===== src/rtl/bus_arbiter_rr.sv =====
// Round-robin arbiter handing the shared tagged system bus to one of NUM_CLIENTS masters
// for a whole transaction: request beats, then a fixed-length response burst for reads.
module bus_arbiter_rr #(
    parameter int NUM_CLIENTS = 2,
    parameter int DATA_WIDTH  = 64,
    parameter int TAG_WIDTH   = 13,
    parameter int RESP_BEATS  = 8,
    parameter int WRITE_BIT   = 12
) (
    input  logic                              clk,
    input  logic                              reset,
    input  logic [NUM_CLIENTS-1:0]            cl_reqcyc,
    input  logic [NUM_CLIENTS*DATA_WIDTH-1:0] cl_req,
    input  logic [NUM_CLIENTS*TAG_WIDTH-1:0]  cl_reqtag,
    output logic [NUM_CLIENTS-1:0]            cl_reqack,
    output logic [NUM_CLIENTS-1:0]            cl_respcyc,
    output logic [DATA_WIDTH-1:0]             cl_resp,
    output logic [TAG_WIDTH-1:0]              cl_resptag,
    input  logic [NUM_CLIENTS-1:0]            cl_respack,
    output logic                              bus_reqcyc,
    output logic [DATA_WIDTH-1:0]             bus_req,
    output logic [TAG_WIDTH-1:0]              bus_reqtag,
    input  logic                              bus_reqack,
    input  logic                              bus_respcyc,
    input  logic [DATA_WIDTH-1:0]             bus_resp,
    input  logic [TAG_WIDTH-1:0]              bus_resptag,
    output logic                              bus_respack,
    output logic [NUM_CLIENTS-1:0]            grant,
    output logic                              stray_resp
);
    localparam int IDX_W = $clog2(NUM_CLIENTS);
    localparam int CNT_W = $clog2(RESP_BEATS + 1);

    typedef enum logic [1:0] {IDLE, REQ, RESP} state_t;

    state_t           state_reg, state_next;
    logic [IDX_W-1:0] owner_reg, owner_next;
    logic [IDX_W-1:0] rr_ptr_reg, rr_ptr_next;
    logic [CNT_W-1:0] cnt_reg, cnt_next;
    logic             beat_seen_reg, beat_seen_next;
    logic             is_write_reg, is_write_next;
    logic             stray_reg, stray_next;

    logic [DATA_WIDTH-1:0] req_data [NUM_CLIENTS];
    logic [TAG_WIDTH-1:0]  req_tag  [NUM_CLIENTS];
    logic [IDX_W-1:0]      pick_idx;
    logic                  pick_valid;
    logic [IDX_W-1:0]      owner_inc;
    logic                  owner_req;

    function automatic logic [IDX_W-1:0] wrap_idx(input int v);
        return IDX_W'(v % NUM_CLIENTS);
    endfunction

    genvar gi;
    generate
        for (gi = 0; gi < NUM_CLIENTS; gi++) begin : g_slice
            assign req_data[gi] = cl_req[gi*DATA_WIDTH +: DATA_WIDTH];
            assign req_tag[gi]  = cl_reqtag[gi*TAG_WIDTH +: TAG_WIDTH];
        end
        for (gi = 0; gi < NUM_CLIENTS; gi++) begin : g_grant
            assign grant[gi] = (state_reg != IDLE) && (owner_reg == IDX_W'(gi));
        end
    endgenerate

    // Scan from the farthest candidate back to rr_ptr so the nearest requester wins.
    always_comb begin
        pick_valid = 1'b0;
        pick_idx   = '0;
        for (int k = NUM_CLIENTS - 1; k >= 0; k--) begin
            if (cl_reqcyc[wrap_idx(int'(rr_ptr_reg) + k)]) begin
                pick_valid = 1'b1;
                pick_idx   = wrap_idx(int'(rr_ptr_reg) + k);
            end
        end
    end

    assign owner_inc  = wrap_idx(int'(owner_reg) + 1);
    assign owner_req  = cl_reqcyc[owner_reg];
    assign bus_req    = req_data[owner_reg];
    assign bus_reqtag = req_tag[owner_reg];
    assign cl_resp    = bus_resp;
    assign cl_resptag = bus_resptag;
    assign stray_resp = stray_reg;

    always_comb begin
        state_next     = state_reg;
        owner_next     = owner_reg;
        rr_ptr_next    = rr_ptr_reg;
        cnt_next       = cnt_reg;
        beat_seen_next = beat_seen_reg;
        is_write_next  = is_write_reg;
        stray_next     = bus_respcyc && (state_reg != RESP);
        bus_reqcyc     = 1'b0;
        bus_respack    = 1'b0;
        cl_reqack      = '0;
        cl_respcyc     = '0;
        case (state_reg)
            IDLE: begin
                if (pick_valid) begin
                    owner_next     = pick_idx;
                    beat_seen_next = 1'b0;
                    is_write_next  = 1'b0;
                    state_next     = REQ;
                end
            end
            REQ: begin
                bus_reqcyc           = owner_req;
                cl_reqack[owner_reg] = bus_reqack;
                // The first accepted beat decides read versus write for the whole transaction.
                if (owner_req && bus_reqack && !beat_seen_reg) begin
                    beat_seen_next = 1'b1;
                    is_write_next  = req_tag[owner_reg][WRITE_BIT];
                end
                if (!owner_req) begin
                    if (beat_seen_reg && !is_write_reg) begin
                        state_next = RESP;
                        cnt_next   = '0;
                    end else begin
                        state_next  = IDLE;
                        rr_ptr_next = owner_inc;
                    end
                end
            end
            RESP: begin
                cl_respcyc[owner_reg] = bus_respcyc;
                bus_respack           = cl_respack[owner_reg];
                if (bus_respcyc && bus_respack) begin
                    cnt_next = cnt_reg + 1'b1;
                    if (cnt_reg == CNT_W'(RESP_BEATS - 1)) begin
                        state_next  = IDLE;
                        rr_ptr_next = owner_inc;
                    end
                end
            end
            default: state_next = IDLE;
        endcase
    end

    always_ff @(posedge clk) begin
        if (reset) begin
            state_reg     <= IDLE;
            owner_reg     <= '0;
            rr_ptr_reg    <= '0;
            cnt_reg       <= '0;
            beat_seen_reg <= 1'b0;
            is_write_reg  <= 1'b0;
            stray_reg     <= 1'b0;
        end else begin
            state_reg     <= state_next;
            owner_reg     <= owner_next;
            rr_ptr_reg    <= rr_ptr_next;
            cnt_reg       <= cnt_next;
            beat_seen_reg <= beat_seen_next;
            is_write_reg  <= is_write_next;
            stray_reg     <= stray_next;
        end
    end
endmodule


===== config.mk =====
export PLATFORM = sky130hd
export DESIGN_NAME = bus_arbiter_rr
export DESIGN_NICKNAME = d
export VERILOG_FILES = /design/src/rtl/bus_arbiter_rr.sv
export SDC_FILE = /design/constraint.sdc
export NUM_CORES = 1
export LEC_CHECK = 0
export CORE_AREA = 2 2 156 158
export DETAILED_ROUTE_END_ITERATION = 10
export DIE_AREA = 0 0 158 160
export PLACE_DENSITY_LB_ADDON = 0.05
export SLEW_MARGIN = 20
export SYNTH_ARGS = -nofsm -noshare
export SYNTH_HDL_FRONTEND = slang
export SYNTH_SLANG_ARGS = --single-unit

===== constraint.sdc =====
create_clock -name clk -period 5 [get_ports clk]
set_clock_uncertainty 0.2 [all_clocks]
set_input_delay 1 -clock clk [delete_from_list [all_inputs] [get_ports clk]]
set_output_delay 1 -clock clk [all_outputs]
set_load 0.05 [all_outputs]

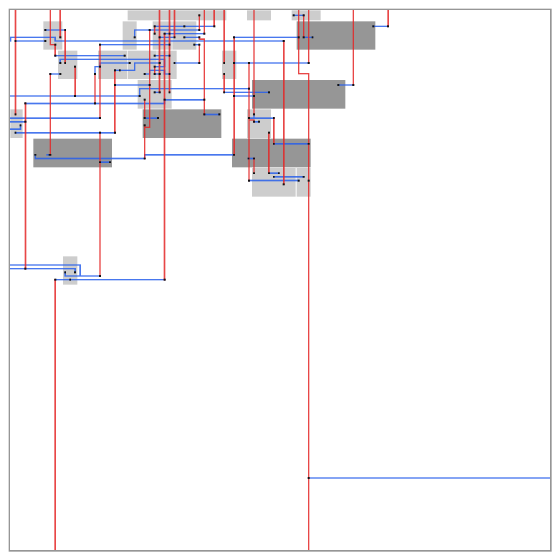
*Layout detail, run 1*
Region (54, 87) to (104, 137) um. Cells in gray, sequential cells in the stronger gray; small squares are vias.
Key: blue = metal 1; red = metal 2
Most frequent: dfxtp_1 (4), nor2_1 (3), a21oi_1 (2). Netlist names of flops here include state_reg (2). 19 logic cells have their middle in the window. Sequential cells in the window: 5.

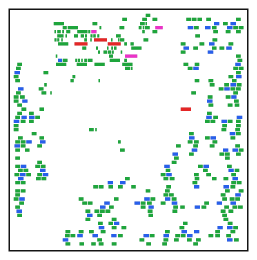
*Cell sizes after repair, run 1*
Scale: 1.5 px per um.
Key: magenta = _3 and _4 cells [cells 3, share 0.75%]; green = _0 and _1 cells [cells 315, share 79%]; red = _6 and larger [cells 4, share 1.0%]; blue = _2 cells [cells 78, share 20%]
final instance area: 4454 um2
synth-to-layout area growth: 111.2%
nonclk buf count: 248
Setup WS post-layout: 923.4 ps

==> notes.md, run 1 <==
flow finished, numbers: status completed, synthesized area 2110 um2, flip-flops with a built-in enable 0, tapcell count 324, sequential fraction of design power 13.0%, worst-case clock buffer depth 2, crit-path leading delay family buffers and inverters, Power Combinational 544 uW, TritonCTS Buffers 3, logic share of the area ~28%, Inverters 2, DRC violations left 0, RSZ-0062 raised after global routing false, WHS approximately 280 ps, # diodes 2, routed length per instance 15.87 um, total gr overflow 0, crit-path cells clkdlybuf4s50_1, mux2i_1, nor2b_1, clkdlybuf4s50_1, # IOs between 400 and 500, most common logic cell in the routed design clkdlybuf4s50_1, Die Ht 160 um, FMAX 0.2453 GHz, biggest area consumer among synthesized cells mux2_2, Leading cell kind non-clock buffers, post-route ant nets 0, most common library cells after synthesis buf_4, mux2_2, dfxtp_1, clock share of power 18.5%, Mapped Avg Cell Area approximately 8.9 um2, CTS root buf clkbuf_16, Syn. warnings 0, Top cell area share 41.10%, CTS tree built, Gate power share just under 70%, drt initial violations 41, Pwr top combinational cells, switching share of power 42.28%, Synth Instances 237, Internal approximately 460 uW, number of port buffers 247, synthesis area per yosys about 2100 um2, Seq power 103 uW, syn nets 477, Seq/Total Area, Yosys 10.44%, Net Switching 335.5 uW, Non-Clock Buffer Area Fraction between 50% and 60%, Post-CTS Resized 0, final period utilization 81.53%, Max FO, Critical Path 6, register area ~220 um2, gpl congestion ~0.68, final setup violation count 0, Clk. pwr roughly 150 uW, ys flop type dfxtp_1, Basic Gates by Area 10.32%, critical path type in -> out, Comb gates 135, Total Power about 790 uW, CTS H-tree depth 1, detailed-router iteration count before antenna repair 4, xor/xnor share 0.4152%, fraction of area in registers 5.028%, Late-Pin Clk Latency 240 ps, Mux area share 42.82%, pwr/cell area 178.1 nW/um2, post-placement cell count approximately 720, post-synthesis register bit count 11, Worst-path clk slew 40 ps, Post-Place Cell Area 4370 um2, DRT Wirelength 11.53 mm, Hold Path Class reg -> reg, Post-DP HPWL 10.02 mm, Data arrival, critical path 2880 ps, WP buf/inv 2, postcts setup bufs 0, Leak 0.001522 uW, most frequent cells in the layout clkdlybuf4s50_1, mux2_2, dfxtp_1, vias per cell 3.262, crit-path most repeated cell clkdlybuf4s50_1, initial antenna violation count 4, GR Util All Layers 8.100%, number of cells in Yosys stat 237, # hold bufs at CTS 0, final net count 641, max reg flops 4, number of global-route vias before repair 2405, top comb family, area multiplexers, synth unique cells 37, clkbuf count 4, ao+oa area frac 4.686%, CTS Sinks 11, final slew viol count 0, Max-Slew Margin vs Limit 58.22%, critical path's largest stage delay 840 ps, Comb gate area between 1000 and 1500 um2, routed vias approximately 2400, Die Wd 158 um, first-pass GRT wire length between 15 and 20 mm, top cells, area mux2_2, buf_4, dfxtp_1, Die ar. 25280 um2, DP Worst Slack 903.4 ps, largest net degree at the start of global routing 46, Worst setup EP type output port, share of post-route cells with drive strength above 1 21.25%, Max VDD drop 94.28 uV, CP Data Required Time 3800 ps, adder share 0.5931%, OpenROAD warnings 26, actual slew at the worst max-slew pin 626.7 ps, final hold vios 0, Max Cap Violations 0, filler instances 2704, min cycle time layout 4077 ps, Worst path slowest cell clkdlybuf4s50_1, startpoint types input port, setup_tns 0 ps, Pre-Place Util 8.856%, clock network area share 1.770%, asr flop ratio synth 0%
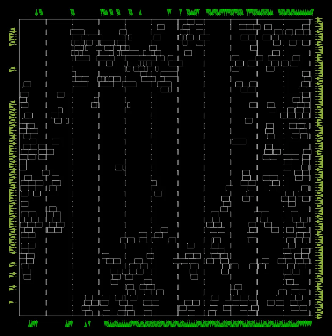
*Placement view, run 1*
core area: 23820 um2
Cell Count, Final, Fillers Out: 726
flop count: 11
Util after Layout: 18.70%
Core Rows: 57

run 1: worst min-delay path, delay by kind of cell, from the launching register on:
family	cells	cell delay [ps]
DFF	1	320
AOI/OAI and AO/OA	1	60
and+or+nand+nor	1	50
run 1: final timing paths:
| path | start | to | slack (ps) | cells after the start |
|---|---|---|---|---|
| min | cnt_reg[1] | cnt_reg[1] | 280 | 2 |
| min reg2reg | cnt_reg[1] | cnt_reg[1] | 280 | 2 |
| max reg2reg | owner_reg | rr_ptr_reg | 2760 | 4 |
| max | cl_reqcyc[0] | bus_reqcyc | 920 | 4 |
run 1: per-layer routing:
layer,wire length (um),vias to the layer above,share of wire (%),GRT usage [%]
li1,-,1076,-,-
met1,3698,1076,32,7.556
met2,5833,202,51,15.67
met3,1901,10,16,4.586
met4,59,4,0.51,0.7371
met5,32,-,0.28,0
==> run 2, diff against run 1 <==
CORE_AREA = 2 2 158 160   (was 2 2 156 158)
DIE_AREA = 0 0 160 162   (was 0 0 158 160)
clock period = 3.5 ns   (was 5 ns; I/O delays follow)
==> notes.md, run 2 <==
flow finished, numbers: most common library cells after synthesis buf_4, mux2_2, dfxtp_1, FMAX 0.3153 GHz, Crit Reg-Reg Endpoint rr_ptr_reg, actual slew at the worst max-slew pin 553.1 ps (-73.56 ps), ys flop type dfxtp_1, Post-Place Cell Area 4390 um2 (+0.46%), Leak 0.001573 uW (+3.3%), synthesized area 2110 um2 (unchanged), Mapped Avg Cell Area 8.901 um2 (unchanged), CTS Sinks 11 (unchanged), synthesis area per yosys 2110 um2 (unchanged), most common logic cell in the routed design clkdlybuf4s50_1, switching share of power 42.54% (+0.26 points), largest net degree at the start of global routing 33 (-28%), asr flop ratio synth 0% (unchanged), Worst path slowest cell clkdlybuf4s50_1, flip-flops with a built-in enable 0 (unchanged), synth unique cells 37 (unchanged), post-synthesis register bit count 11 (unchanged), Die ar. 25920 um2 (+2.5%), top cells, area mux2_2, buf_4, dfxtp_1, Mux area share 42.82% (unchanged), number of port buffers 247 (unchanged), Gate power share 68.8% (+0.3 points), Die Ht 162 um (+1.3%), post-route ant nets 0 (unchanged), CTS root buf clkbuf_16, Setup WS post-layout 328.6 ps (-594.8 ps), Core Rows 57 (unchanged), Max FO, Critical Path 32 (+26), status completed, Worst-path clk slew 40 ps (about the same), WHS 286.3 ps (+6.549 ps), met2 track demand over resource 16.78% (+1.1 points), TritonCTS Buffers 3 (unchanged), setup_tns 0 ps (unchanged), Basic Gates by Area 10.32% (unchanged), pwr/cell area 256.4 nW/um2 (+44%), syn nets 477 (unchanged), biggest area consumer among synthesized cells mux2_2, critical path's largest stage delay 710 ps (-130 ps), Net Switching 487.8 uW (+45%), number of cells in Yosys stat 237 (unchanged), cell count of the worst reg-to-reg path 4 (unchanged), clock share of power 18.5% (about the same), routed vias 2377 (+0.38%), GR peak layer met2, final setup violation count 0 (unchanged), DRC violations left 0 (unchanged), worst reg2reg setup slack 1400 ps (-1360 ps), Critical path origin owner_reg, # IOs 402 (unchanged), xor/xnor share 0.4152% (unchanged), sequential fraction of design power 12.7% (-0.3 points), total gr overflow 0 (unchanged), Seq/Total Area, Yosys 10.44% (unchanged), Internal 658.7 uW (+44%), Late-Pin Clk Latency 240 ps (about the same), crit-path cells buf_12, mux2_2, clkdlybuf4s50_1, final hold vios 0 (unchanged), detailed-router iteration count before antenna repair 4 (unchanged), worst-case clock buffer depth 2 (unchanged), DR top layer met4, min cycle time layout 3171 ps, Hold Path Class reg -> reg, final net count 645 (+0.62%), reg2reg start owner_reg, OpenROAD warnings 26 (unchanged), RSZ-0062 raised after global routing false, startpoint types register, Die Wd 160 um (+1.3%), final period utilization 90.61%, CTS H-tree depth 1 (unchanged), Total Power 1147 uW (+45%), gpl congestion 0.7500 (+11%), initial antenna violation count 0 (-4), # hold bufs at CTS 0 (unchanged), routed metal-1 wire length 3.921 mm (+6.0%), crit-path leading delay family buffers and inverters, Max VDD drop 119.0 uV (+26%), met1 usage 8.165% (+0.61 points), DRT Wirelength 12.01 mm (+4.2%), Pre-Place Util 8.751% (-0.10 points), Syn. warnings 0 (unchanged), Max Cap Violations 0 (unchanged), Worst path depth 3 (-1), Synth Instances 237 (unchanged), most frequent cells in the layout clkdlybuf4s50_1, mux2_2, buf_4, CTS tree built, Hold Path Cell Cnt 2 (unchanged), Worst setup EP type output port, first-pass GRT wire length 16.70 mm (+8.1%), Max-Slew Margin vs Limit 63.01% (+4.8 points), critical path type reg -> out, Util after Layout 18.55% (-0.15 points), Hold Path Origin cnt_reg[1], top comb family, area multiplexers, grt met3 use 4.316% (-0.27 points), ao+oa area frac 4.686% (unchanged), drt initial violations 79 (+93%), max reg flops 4 (unchanged), adder share 0.5931% (unchanged), Post-DP HPWL 10.65 mm (+6.2%), GR Util All Layers 8.560% (+0.46 points), postcts setup bufs 0 (unchanged), met3 WL 1.649 mm (-13%)
-- run 2: final cells by class --
| class | count | area share [%] |
|---|---|---|
| Antenna cell | 1 | 0.05596 |
| Clock buffer | 4 | 1.763 |
| Inverter | 2 | 0.1679 |
| Multi-Input combinational cell | 135 | 27.76 |
| Sequential cell | 11 | 5.008 |
| Tap cell | 324 | 9.065 |
| Timing Repair Buffer | 252 | 56.18 |
-- run 2: power by group through the flow --
stage                     Combinational (uW)  Sequential (uW)  Clock, uW
after floorplan                          673              137          0
after global placement                   798              149          0
after detailed placement                 797              149          0
after CTS                                801              146        220
after global routing                     824              148        229
final                                    789              145        213
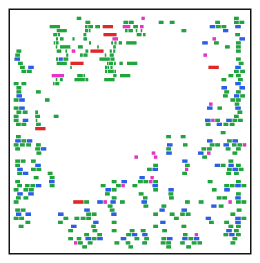
*Cell sizes after repair, run 2*
Scale: 1.5 px per um.
Key: red = _6 and larger [cells 7, share 1.7%]; magenta = _3 and _4 cells [cells 23, share 5.7%]; blue = _2 cells [cells 78, share 19%]; green = _0 and _1 cells [cells 296, share 73%]
synth-to-layout area growth: 112.0%
nonclk buf count: 252

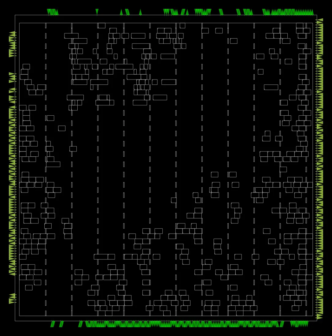
*Placement view, run 2*
core area: 24110 um2
Cell Count, Final, Fillers Out: 729
fraction of area in registers: 5.008%
filler instances: 2713

Power and IR drop assume default switching activity.
